### src/rtl/val_pkg.sv
// val_pkg: shared constants and state encoding for the value loader
package val_pkg;
    localparam int DATA_W = 4;
    localparam int DEPTH  = 8;
    localparam int ADDR_W = $clog2(DEPTH);

    typedef enum logic [1:0] {IDLE, FILL, FULL} state_t;
endpackage

### src/rtl/val_track.sv
// val_track: running-extremum register; IS_MAX selects max (1) or min (0) tracking
module val_track
    import val_pkg::*;
#(
    parameter bit IS_MAX = 1'b1
) (
    input  logic              i_clk,
    input  logic              i_ind_rst,
    input  logic              i_clear,
    input  logic              i_first,
    input  logic              i_valid,
    input  logic [DATA_W-1:0] i_data,
    input  logic [ADDR_W-1:0] i_index,
    output logic [DATA_W-1:0] o_value,
    output logic [ADDR_W-1:0] o_index
);
    localparam logic [DATA_W-1:0] INIT = {DATA_W{~IS_MAX}};

    logic [DATA_W-1:0] r_value;
    logic [ADDR_W-1:0] r_index;
    logic              w_take;

    assign w_take  = i_valid && (i_first || (IS_MAX ? i_data > r_value : i_data < r_value));
    assign o_value = r_value;
    assign o_index = r_index;

    // Hold the extremum; a strict compare keeps the earliest index on ties
    always_ff @(posedge i_clk or posedge i_ind_rst) begin
        if (i_ind_rst) begin
            r_value <= INIT;
            r_index <= '0;
        end else if (i_clear) begin
            r_value <= INIT;
            r_index <= '0;
        end else if (w_take) begin
            r_value <= i_data;
            r_index <= i_index;
        end
    end
endmodule

### src/rtl/val_load.sv
// val_load: serial loader into an 8x4 array with running max (and min when VAL_LOAD_MIN_EN is defined)
module val_load
    import val_pkg::*;
(
    input  logic              i_clk,
    input  logic              i_ind_rst,
    input  logic              i_start,
    input  logic              i_valid,
    input  logic [DATA_W-1:0] i_data,
    output logic              o_ready,
    output logic              o_full,
    output logic [ADDR_W:0]   o_count,
    input  logic [ADDR_W-1:0] i_rd_addr,
    output logic [DATA_W-1:0] o_rd_data,
    output logic [DATA_W-1:0] o_max_value,
    output logic [ADDR_W-1:0] o_max_index
`ifdef VAL_LOAD_MIN_EN
    ,
    output logic [DATA_W-1:0] o_min_value,
    output logic [ADDR_W-1:0] o_min_index
`endif
);
    state_t            r_state, w_next;
    logic [DATA_W-1:0] r_mem [DEPTH];
    logic [ADDR_W:0]   r_count;
    logic              w_xfer;
    logic              w_first;

    assign w_xfer    = i_valid && (r_state == FILL) && !i_start;
    assign w_first   = (r_count == '0);
    assign o_count   = r_count;
    assign o_rd_data = r_mem[i_rd_addr];

    // State register
    always_ff @(posedge i_clk or posedge i_ind_rst) begin
        if (i_ind_rst) r_state <= IDLE;
        else           r_state <= w_next;
    end

    // Next state and state-decoded handshake/status outputs
    always_comb begin
        w_next  = r_state;
        o_ready = (r_state == FILL);
        o_full  = (r_state == FULL);
        if (i_start)
            w_next = FILL;
        else if (w_xfer && r_count == (ADDR_W+1)'(DEPTH-1))
            w_next = FULL;
    end

    // Fill counter; it stops at DEPTH because transfers end in FULL
    always_ff @(posedge i_clk or posedge i_ind_rst) begin
        if (i_ind_rst)   r_count <= '0;
        else if (i_start) r_count <= '0;
        else if (w_xfer)  r_count <= r_count + 1'b1;
    end

    // Storage array; start leaves old contents readable
    always_ff @(posedge i_clk or posedge i_ind_rst) begin
        if (i_ind_rst) begin
            for (int k = 0; k < DEPTH; k++) r_mem[k] <= '0;
        end else if (w_xfer) begin
            r_mem[r_count[ADDR_W-1:0]] <= i_data;
        end
    end

    val_track #(.IS_MAX(1'b1)) u_max (
        .i_clk     (i_clk),
        .i_ind_rst (i_ind_rst),
        .i_clear   (i_start),
        .i_first   (w_first),
        .i_valid   (w_xfer),
        .i_data    (i_data),
        .i_index   (r_count[ADDR_W-1:0]),
        .o_value   (o_max_value),
        .o_index   (o_max_index)
    );

`ifdef VAL_LOAD_MIN_EN
    val_track #(.IS_MAX(1'b0)) u_min (
        .i_clk     (i_clk),
        .i_ind_rst (i_ind_rst),
        .i_clear   (i_start),
        .i_first   (w_first),
        .i_valid   (w_xfer),
        .i_data    (i_data),
        .i_index   (r_count[ADDR_W-1:0]),
        .o_value   (o_min_value),
        .o_index   (o_min_index)
    );
`endif
endmodule

### config.mk
export PLATFORM = sky130hd
export DESIGN_NAME = val_load
export DESIGN_NICKNAME = d
export VERILOG_FILES = /design/src/rtl/val_pkg.sv /design/src/rtl/val_track.sv /design/src/rtl/val_load.sv
export SDC_FILE = /design/constraint.sdc
export NUM_CORES = 1
export LEC_CHECK = 0
export ABC_CLOCK_PERIOD_IN_PS = 2350
export CORE_ASPECT_RATIO = 0.9
export CORE_MARGIN = 4
export CORE_UTILIZATION = 23
export DETAILED_ROUTE_END_ITERATION = 10
export HOLD_SLACK_MARGIN = 0.03
export SKIP_CTS_REPAIR_TIMING = 1
export SLEW_MARGIN = 20
export SYNTH_ARGS = -nofsm -noshare
export SYNTH_HDL_FRONTEND = slang
export SYNTH_SLANG_ARGS = --single-unit
### constraint.sdc
create_clock -name i_clk -period 2.35 [get_ports i_clk]
set_clock_uncertainty 0.05 [all_clocks]
set_input_delay 0.705 -clock i_clk [delete_from_list [all_inputs] [get_ports i_clk]]
set_output_delay 0.705 -clock i_clk [all_outputs]
set_load 0.1 [all_outputs]
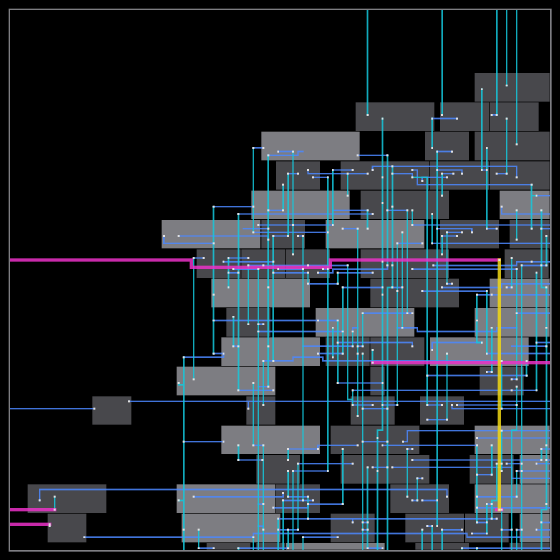
*Zoomed window*
Window x 3 to 53, y 51 to 101 um. Cells in gray, sequential cells in the stronger gray; small squares are vias.
legend:
  metal 1:
    color: blue
  metal 4:
    color: yellow
  metal 3:
    color: magenta
  metal 2:
    color: cyan
cells with their middle in the window: 57
netlist names of flops here include: `r_mem` (17)
sequential cells in the window: 17
most frequent: mux2_2 (17), dfrtp_1 (17), mux4_2 (6)

==> run_results.csv <==
group,metric,value,unit
synthesis,synth_flops,45,
run_status,violations,"negative setup slack",
synthesis,synthXorXnorAreaFrac,1.170,%
synthesis,edf_count,0,
final_timing,rsz0062_at_grt,"yes",
die,nWellTaps,122,
finish,area_growth,31.31,%
die,io_pins,28,
hold_path,hold_path.class,"reg2reg",
setup_path,crit_type,"in2out",
final_timing,hold_viol,0,
run_status,status,"finished with violations",
finish,n_antenna_cell,0,
finish,n_clock_buffer,7,
synthesis,syn_area,2246,sq um
synthesis,synth-simple-area-share,10.58,%
clock_tree,clk_pin_slew,80,ps
synthesis,topCellsByArea,"dfrtp_1 (50%), mux2_2 (20%), mux4_2 (8.0%)",
finish,fillers,970,
global_routing,grt_pass1_wl,7886,um
power_and_ir_drop,cellPowerDensity,687.0,nW/um^2
finish,regMostFlops,"r_mem",
finish,final_cell_mix,"dfrtp_1 (42), mux2_2 (36), buf_4 (16), buf_12 (12), nor2_1 (9)",
die,dieArea,11410,sq um
synthesis,ys_warn_count,0,
place,placed_cells,314,
power_and_ir_drop,comb_cell_power,0.000604,W
finish,final-comb-area,1084,sq um
global_routing,first_global_vias,1474,
finish,final_area,2949,sq um
synthesis,ys_cells,159,
global_routing,gr-max-usage-layer,"met2",
setup_path,cp-startpoint,"i_rd_addr[0]",
finish,sh_seq_area,38.40,%
detailed_routing,ant_nets,0,
final_timing,setup_viol,4,
hold_path,min_path_cells,1,
setup_path,path_cells,"buf_12, mux4_2, mux2_4, buf_12",
die,initial_core_util,24.07,%
flow_run,maxCapViolCount,0,
setup_path,cp_top_family,"multiplexers",
place,place_ws,-735.6,ps
final_timing,max_freq,0.3938,GHz
die,num_rows,33,
detailed_routing,via_per_inst,4.246,
flow_run,warnings,29,
synthesis,ys_chip_area,2246,sq um
final_timing,fin_ws,-189.5,ps
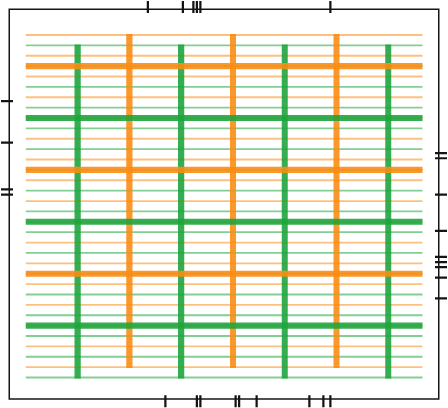
*Supply network*
Pins as bars on the die edge.
legend:
  VDD:
    color: orange
  VSS:
    color: green
rows: 33
met4 straps: 7
signal pins: 28
met1 rails: 34
met5 straps: 6
Core ar.: 9331 sq um
DIE WIDTH: 112.2 um

